$ cat config.mk
export PLATFORM = sky130hd
export DESIGN_NAME = wptr_level_handler
export DESIGN_NICKNAME = d
export VERILOG_FILES = /design/src/rtl/wptr_level_handler.sv
export SDC_FILE = /design/constraint.sdc
export NUM_CORES = 1
export LEC_CHECK = 0
export ABC_AREA = 1
export CORE_AREA = 3 3 40 42
export CTS_BUF_LIST = sky130_fd_sc_hd__clkbuf_8
export DETAILED_ROUTE_END_ITERATION = 6
export DIE_AREA = 0 0 43 45
export DONT_BUFFER_PORTS = 1
export PLACE_DENSITY = 0.85
export SETUP_SLACK_MARGIN = 0.02
export SLEW_MARGIN = 40
export SYNTH_ARGS = -nofsm -noshare
export SYNTH_HDL_FRONTEND = slang
export SYNTH_SLANG_ARGS = --single-unit
$ cat constraint.sdc
create_clock -name wclk -period 5.8 [get_ports wclk]
set_input_delay 0.58 -clock wclk [delete_from_list [all_inputs] [get_ports wclk]]
set_output_delay 0.58 -clock wclk [all_outputs]
set_load 0.005 [all_outputs]
$ cat src/rtl/wptr_level_handler.sv
`default_nettype none
// ============================================================================
// wptr_level_handler : write-domain pointers, fill level and status for an
//                      asynchronous FIFO (Gray read pointer decoded locally).
// Revision: 1.0
// ============================================================================
module wptr_level_handler #(
    parameter int PTR_WIDTH   = 3,
    parameter int AFULL_LEVEL = 6
) (
    input  logic                 wclk,
    input  logic                 wrst_n,
    input  logic                 w_en,
    input  logic [PTR_WIDTH:0]   g_rptr_sync,
    input  logic                 clr_ovf,
    output logic [PTR_WIDTH:0]   b_wptr,
    output logic [PTR_WIDTH:0]   g_wptr,
    output logic [PTR_WIDTH-1:0] waddr,
    output logic                 w_ack,
    output logic                 full,
    output logic                 almost_full,
    output logic [PTR_WIDTH:0]   wlevel,
    output logic                 overflow
);

    localparam logic [PTR_WIDTH:0] c_DEPTH = {1'b1, {PTR_WIDTH{1'b0}}};
    localparam logic [PTR_WIDTH:0] c_AFULL = (PTR_WIDTH+1)'(AFULL_LEVEL);

    logic [PTR_WIDTH:0] b_wptr_q, b_wptr_d;
    logic [PTR_WIDTH:0] g_wptr_q, g_wptr_d;
    logic [PTR_WIDTH:0] wlevel_q, level_d;
    logic [PTR_WIDTH:0] rptr_bin;
    logic               full_q, full_d;
    logic               afull_q, afull_d;
    logic               w_ack_q;
    logic               ovf_q, ovf_d;
    logic               push;

    assign push = w_en & ~full_q;

    always_comb begin
        rptr_bin            = '0;
        rptr_bin[PTR_WIDTH] = g_rptr_sync[PTR_WIDTH];
        for (int i = PTR_WIDTH - 1; i >= 0; i--) begin
            rptr_bin[i] = rptr_bin[i+1] ^ g_rptr_sync[i];
        end
    end

    // Level uses the stale read pointer, so it can only overstate the fill.
    always_comb begin
        b_wptr_d = b_wptr_q + {{PTR_WIDTH{1'b0}}, push};
        g_wptr_d = (b_wptr_d >> 1) ^ b_wptr_d;
        level_d  = b_wptr_d - rptr_bin;
        full_d   = (level_d == c_DEPTH);
        afull_d  = (level_d >= c_AFULL);
        ovf_d    = ovf_q;
        if (w_en && full_q) begin
            ovf_d = 1'b1;
        end else if (clr_ovf) begin
            ovf_d = 1'b0;
        end
    end

    always_ff @(posedge wclk) begin
        if (!wrst_n) begin
            b_wptr_q <= '0;
            g_wptr_q <= '0;
            wlevel_q <= '0;
            full_q   <= 1'b0;
            afull_q  <= 1'b0;
            w_ack_q  <= 1'b0;
            ovf_q    <= 1'b0;
        end else begin
            b_wptr_q <= b_wptr_d;
            g_wptr_q <= g_wptr_d;
            wlevel_q <= level_d;
            full_q   <= full_d;
            afull_q  <= afull_d;
            w_ack_q  <= push;
            ovf_q    <= ovf_d;
        end
    end

    assign b_wptr      = b_wptr_q;
    assign g_wptr      = g_wptr_q;
    assign waddr       = b_wptr_q[PTR_WIDTH-1:0];
    assign w_ack       = w_ack_q;
    assign full        = full_q;
    assign almost_full = afull_q;
    assign wlevel      = wlevel_q;
    assign overflow    = ovf_q;

endmodule
`default_nettype wire
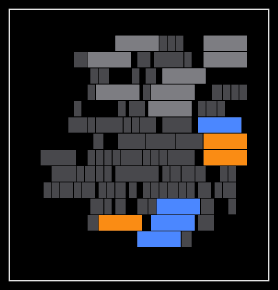
*Where the registers sit, run 1*
Drawn at 6 px/µm. Other sequential cells in the stronger grey, the rest of the logic in the fainter grey.
colour	netlist name	sequential cells
blue	b_wptr	4
orange	g_wptr	3
flop share of the area: 37.6%
Final Core Density: 62.1%
seq pwr: 0.129 mW
FF/Latch Area: 300 µm²

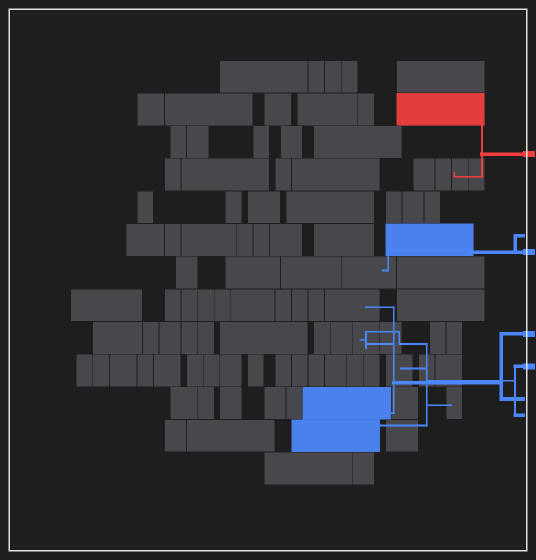
*Wires at chosen ports, followed through buffers, run 1*
Drawn at 12 px/µm.
colour	port	bits	direction	edge	end cells	buffers	wire
red	overflow	1	output	right	1	0	10.8 µm
blue	waddr	3	output	right	3	0	83.8 µm

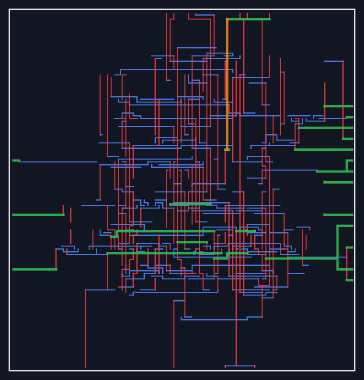
*Signal wires by layer, run 1*
Drawn at 8 px/µm.
colour	layer	wire length
orange	M4	16.3 µm
red	M2	713 µm
green	M3	113 µm
blue	M1	597 µm
final wirelength: 1440 µm
wire per inst: 12.6 µm
Global Route Usage Sum: 14.5%
DR vias: 600

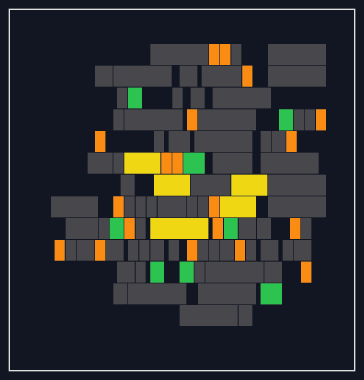
*Logic cells by family, run 1*
Drawn at 8 px/µm.
colour	family	cells
yellow	fa/ha/maj cells	5
green	aoi and oai cells	8
orange	inv cells	19

==> CHANGELOG.md, run 1 <==
### Physical design

* Min-Delay Path Class: primary input to register
* Placed Instances at 110
* CP max stage cell: fa_1
* Remaining DRCs at 0
* Area fraction in mux cells at 0%
* Synth top cells by count: 20 x nand2_1, 16 x inv_1, 15 x dfxtp_1
* Hold Vio Cnt, Final at 0
* Final instance area at 798 µm²
* Site Rows at 13
* Synth-to-layout area growth at 4.59%
* Pwr per Cell Area at 354 nW/µm²
* Hold Crit Depth at 2
* FP Util at 59.4%
* CTS tree: done
* Area after DPL at 752 µm²
* Status: finished, final reports clean
* Number of synthesized register bits at 15
* GR Util met3 at 2.39%
* Most used cell, CP: ha_1
* Startpoint type of the worst setup path: register
* Met2 usage at 25.1%
* Die height at 45 µm
* NetSw at 0.0883 mW
* Total power at 0.282 mW
* P_leak at 0.427 nW
* IO Pins at 27
* Skew final at 0.00336 ns
* Post-CTS sizing at 0
* Setup Viol. Count Final at 0
* Kind of critical path: register to register
* Met1 usage at 16.6%
* Clock edge transition at the registers on the reported setup and hold paths at 0.06 ns
* Post-synth cell types at 21
* Layout Nets at 113
* Hold endpoint: w_ack$_SDFF_PN0_
* H-tree lvl count at 1
* Fillers at roughly 100
* CTS Hold Bufs at 0
* Fraction of layout instances using a drive strength above 1 at between 15 and 20%
* XORs/XNORs by Area at 3.28%
* Clock-cell share of area at 5.80%
* Log Warnings at 26
* Core Box Area at 1280 µm²
* Yosys synthesis chip area at 763 µm²
* Signal inverters at 19
* Max Cap Viol at 0
* Clock share of power at 29.4%
* EDFF count, synth at 0
* Post-synth area hogs: dfxtp_1 39%, nand2_1 9.8%, inv_1 7.9%
* Crit path DAT at 2.34 ns
* Cycle use final at between 30% and 40%
* Sum Neg Setup Slack at 0 ns
* Critical path launch point: full$_SDFF_PN0_
* Peak supply drop at 0.000156 V
* Synth Area per Inst at 7.71 µm²
* CP endpoint kind: register
* Max stage delay on crit path at 0.60 ns
* Final non-clock buffer share at 0%
* Final Worst Setup Slack at 3.65 ns
* Final min period at 2.15 ns
* Max Fanout on Critical Path at 5
## run 1: power by group through the flow
stage	Clock [mW]	Sequential, mW	Combinational, mW
floorplan	0	0.129	0.0582
finish	0.0830	0.129	0.0700
global placement	0	0.131	0.0625
CTS	0.0826	0.130	0.0702
detailed placement	0	0.132	0.0673
global route	0.0862	0.131	0.0787
## run 1: routing by layer
metal | vias to the layer above | share of wire, %
met1 | 266 | 41
met5 | - | 0
met3 | 2 | 7.9
met4 | 0 | 1.1
li1 | 303 | -
met2 | 29 | 50
## run 1: layout by cell type (no fill, tap or decap), drive strengths merged, types with 2 or more instances in the layout
cell    Yosys  final
clkbuf      0      3
ha          4      4
nor2        8      8
nand3       7      7
xnor2       2      2
inv        19     19
nand4       2      2
a21oi       6      6
dfxtp      15     15
nand2      27     27
==> run 1 -> run 2 <==
--- a/config.mk
+++ b/config.mk
@@ -6,12 +6,12 @@
 export NUM_CORES = 1
 export LEC_CHECK = 0
 export ABC_AREA = 1
-export CORE_AREA = 3 3 40 42
+export CORE_MARGIN = 3
+export CORE_UTILIZATION = 57
 export CTS_BUF_LIST = sky130_fd_sc_hd__clkbuf_8
 export DETAILED_ROUTE_END_ITERATION = 6
-export DIE_AREA = 0 0 43 45
 export DONT_BUFFER_PORTS = 1
-export PLACE_DENSITY = 0.85
+export PLACE_DENSITY = 0.87
 export SETUP_SLACK_MARGIN = 0.02
 export SLEW_MARGIN = 40
 export SYNTH_ARGS = -nofsm -noshare
==> constraint.sdc (replaced) <==
create_clock -name wclk -period 1.9 [get_ports wclk]
set_input_delay 0.19 -clock wclk [delete_from_list [all_inputs] [get_ports wclk]]
set_output_delay 0.19 -clock wclk [all_outputs]
set_load 0.005 [all_outputs]
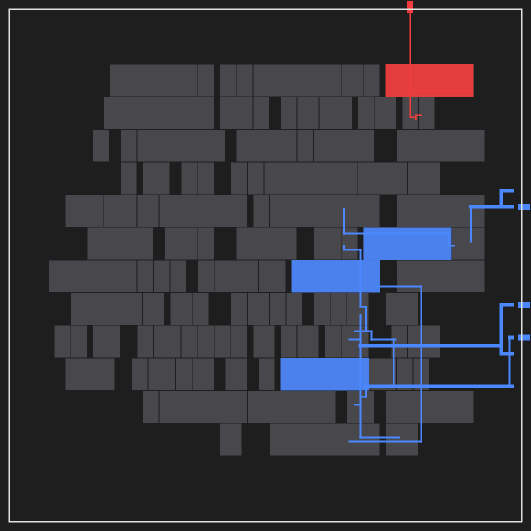
*Wires at chosen ports, followed through buffers, run 2*
Drawn at 12 px/µm.
colour	port	bits	direction	edge	end cells	buffers	wire
blue	waddr	3	output	right	3	2	112 µm
red	overflow	1	output	top	1	0	15.2 µm
IO Pins: 27
Port Buffers: 0

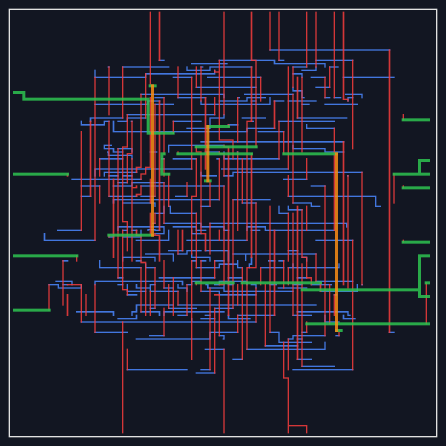
*Signal wires by layer, run 2*
Drawn at 10 px/µm.
colour	layer	wire length
orange	M4	38.1 µm
blue	M1	693 µm
green	M3	119 µm
red	M2	856 µm

==> run 2 against run 1 <==
Sequential power increased to 3.0 times the previous value; sequential cell count is the same; combinational power went up to 4.4 times the previous value; hold slack worse by 0.39 ns; global-route usage rose by 4.1 points; via count up 7.5%; register-to-register slack worse by 3.6 ns; die area down 6.3%; area after synthesis unchanged; sequential share of layout area decreased by 3.7 points; critical endpoint unchanged; largest cell class unchanged; highest routed layer unchanged.
==> CHANGELOG.md, run 2 <==
### Physical design

* Hold Crit Depth at 2 (unchanged)
* Commonest non-fill, non-tap cell in the layout: nand2_1
* FP Util at 64.3% (+4.9 points)
* Final instance area at 890 µm² (+11%)
* Crit path DAT at 2.02 ns (-0.32 ns)
* Register area share after synthesis at 39.3%
* Max Cap Viol at 0 (unchanged)
* Seq pwr at 0.393 mW (+200%)
* Setup Viol. Count Final at 0 (unchanged)
* CTS tree: done
* Most used cell, CP: ha_4
* # Cells Yosys at around 99
* Global Route Usage Sum at 18.5% (+4.1 points)
* Clk sink count at 15
* Fraction of layout instances using a drive strength above 1 at 26.7% (+9.5 points)
* Layout Nets at 119 (+5.3%)
* CTS buffer count at 3
* Max Fanout on Critical Path at 5 (unchanged)
* Synth top cells by count: 20 x nand2_1, 16 x inv_1, 15 x dfxtp_1
* Placed Instances at 112 (+1.8%)
* Detail Route Antenna Nets at 0
* Synth Area per Inst at 7.71 µm² (unchanged)
* Min-Delay Path Class: primary input to register
* Synth-to-layout area growth at 16.6%
* Log Warnings at 26 (unchanged)
* Achievable frequency at 546 MHz
* Final Worst Setup Slack at 0.0678 ns (-3.58 ns)
* EDFF count, synth at 0 (unchanged)
* Vias per inst at roughly 5.4
* Final wirelength at 1710 µm (+18%)
* Dpl ws at -0.000977 ns
* P_leak at 0.455 nW (+6.7%)
* H-tree lvl count at 1 (unchanged)
* Startpoint type of the worst setup path: register
* Remaining DRCs at 0 (unchanged)
* DR WL met3 at 118 µm (+4.4%)
* FF/Latch Area at 302 µm² (+0.42%)
* Top Layout Cells: 20 x nand2_1, 17 x inv_1, 14 x dfxtp_1
* Syn Nets at approximately 110
* GR Util met3 at 5.58% (+3.2 points)
* DR top layer: met4
* Met1 usage at 21.0% (+4.4 points)
* Clock edge transition at the registers on the reported setup and hold paths at 0.07 ns (about the same)
* Comb. pwr at 0.307 mW (+340%)
* Post-synth cell types at 21 (unchanged)
* HP Start: w_en
* Area fraction in mux cells at 0% (unchanged)
* Hold Vio Cnt, Final at 0 (unchanged)
* CP endpoint kind: register
* WL met2 at 855 µm (+20%)
* Sum Neg Setup Slack at 0 ns (unchanged)
* XORs/XNORs by Area at 3.28% (unchanged)
* Post-synth area hogs: dfxtp_1 39%, nand2_1 9.8%, inv_1 7.9%
* Number of synthesized register bits at 15 (unchanged)
* Max stage delay on crit path at 0.50 ns (-0.10 ns)
* NetSw at 0.305 mW (+250%)
* Fillers at 82 (-16%)
* Wire per inst at 14.3 µm (+14%)
* Synth top area share at approximately two fifths
* Total power at 0.957 mW (+240%)
* Status: finished, final reports clean
* Clock share of power at 26.9% (-2.5 points)
* Yosys synthesis chip area at 763 µm² (unchanged)
* Core Box Area at 1190 µm² (-7.7%)
* Die height at 42.6 µm (-5.4%)
* Cycle use final at 96.4% (+59 points)
* Total internal power at 0.652 mW
* M1 wire length at 693 µm (+16%)
* Final Core Density at 75.0% (+13 points)
* Peak supply drop at 0.000650 V (+320%)
* Kind of critical path: register to register
* Pwr per Cell Area at 1080 nW/µm² (+200%)
* Critical path launch point: full$_SDFF_PN0_
* DR vias at 645 (+7.5%)
* Worst hold slack at 0.0835 ns
* Site Rows at 12 (-1)
* Area after DPL at 788 µm² (+4.8%)
* Die width at between 40 and 50 µm
* CP max stage cell: fa_1
* Met2 usage at 33.7% (+8.6 points)
* CTS max path bufs at 2
* Hold endpoint: overflow$_SDFFE_PN0P_
* Final min period at 1.83 ns (-0.319 ns)
* Yosys warning count at 0
* Main power group: registers
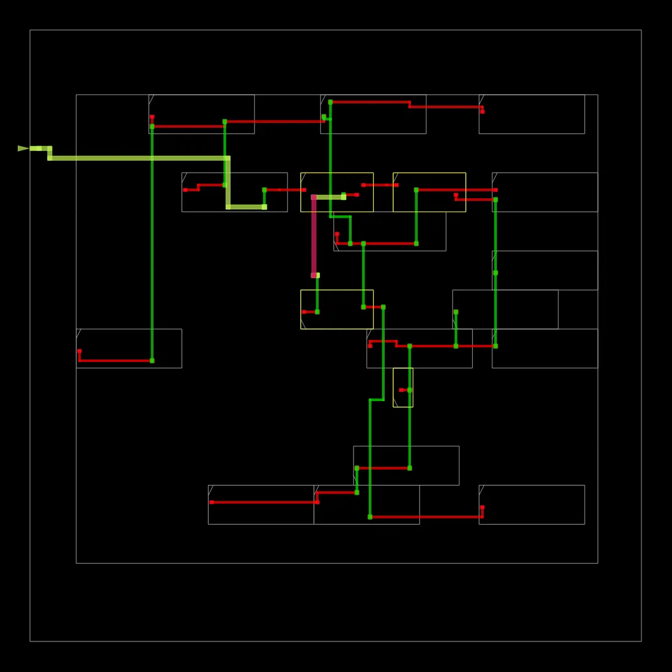
*Clock routing, run 2*
skew final: 0.0138 ns
Power Clock: 0.257 mW
seq_cells: 15
Worst-Skew Late Latency: 0.25 ns
clock tree buffer count of the final layout: 3

-- run 2: cell counts after synthesis --
Identical to the previous run, type by type.
-- run 2: timing repair --
item	CTS	global route
resized	1	5
setup buffers	1	2
endpoints found under the hold margin	0	0
pin swaps	1	6
hold buffers	0	0
setup endpoints to repair	1	3
-- run 2: logic make-up (layout without fill, tap and decap cells) --
kind of cell / after synthesis / after routing
flops: 15 / 15
xor+xnor: 2 / 2
simple gates: 46 / 46
compound gates: 8 / 8
fa+ha+maj: 5 / 5
buf+inv: 23 / 29
-- run 2: area by class of cell --
class | instances | share of cell area [%]
Clock buffer | 3 | 4.64
Inverter | 19 | 8.02
Tap cell | 14 | 1.97
Multi-Input combinational cell | 61 | 46.0
Sequential cell | 15 | 33.9
Clock inverter | 1 | 0.422
Timing Repair Buffer | 6 | 5.06
No activity file was given, so power comes from the tool's default toggle rates.
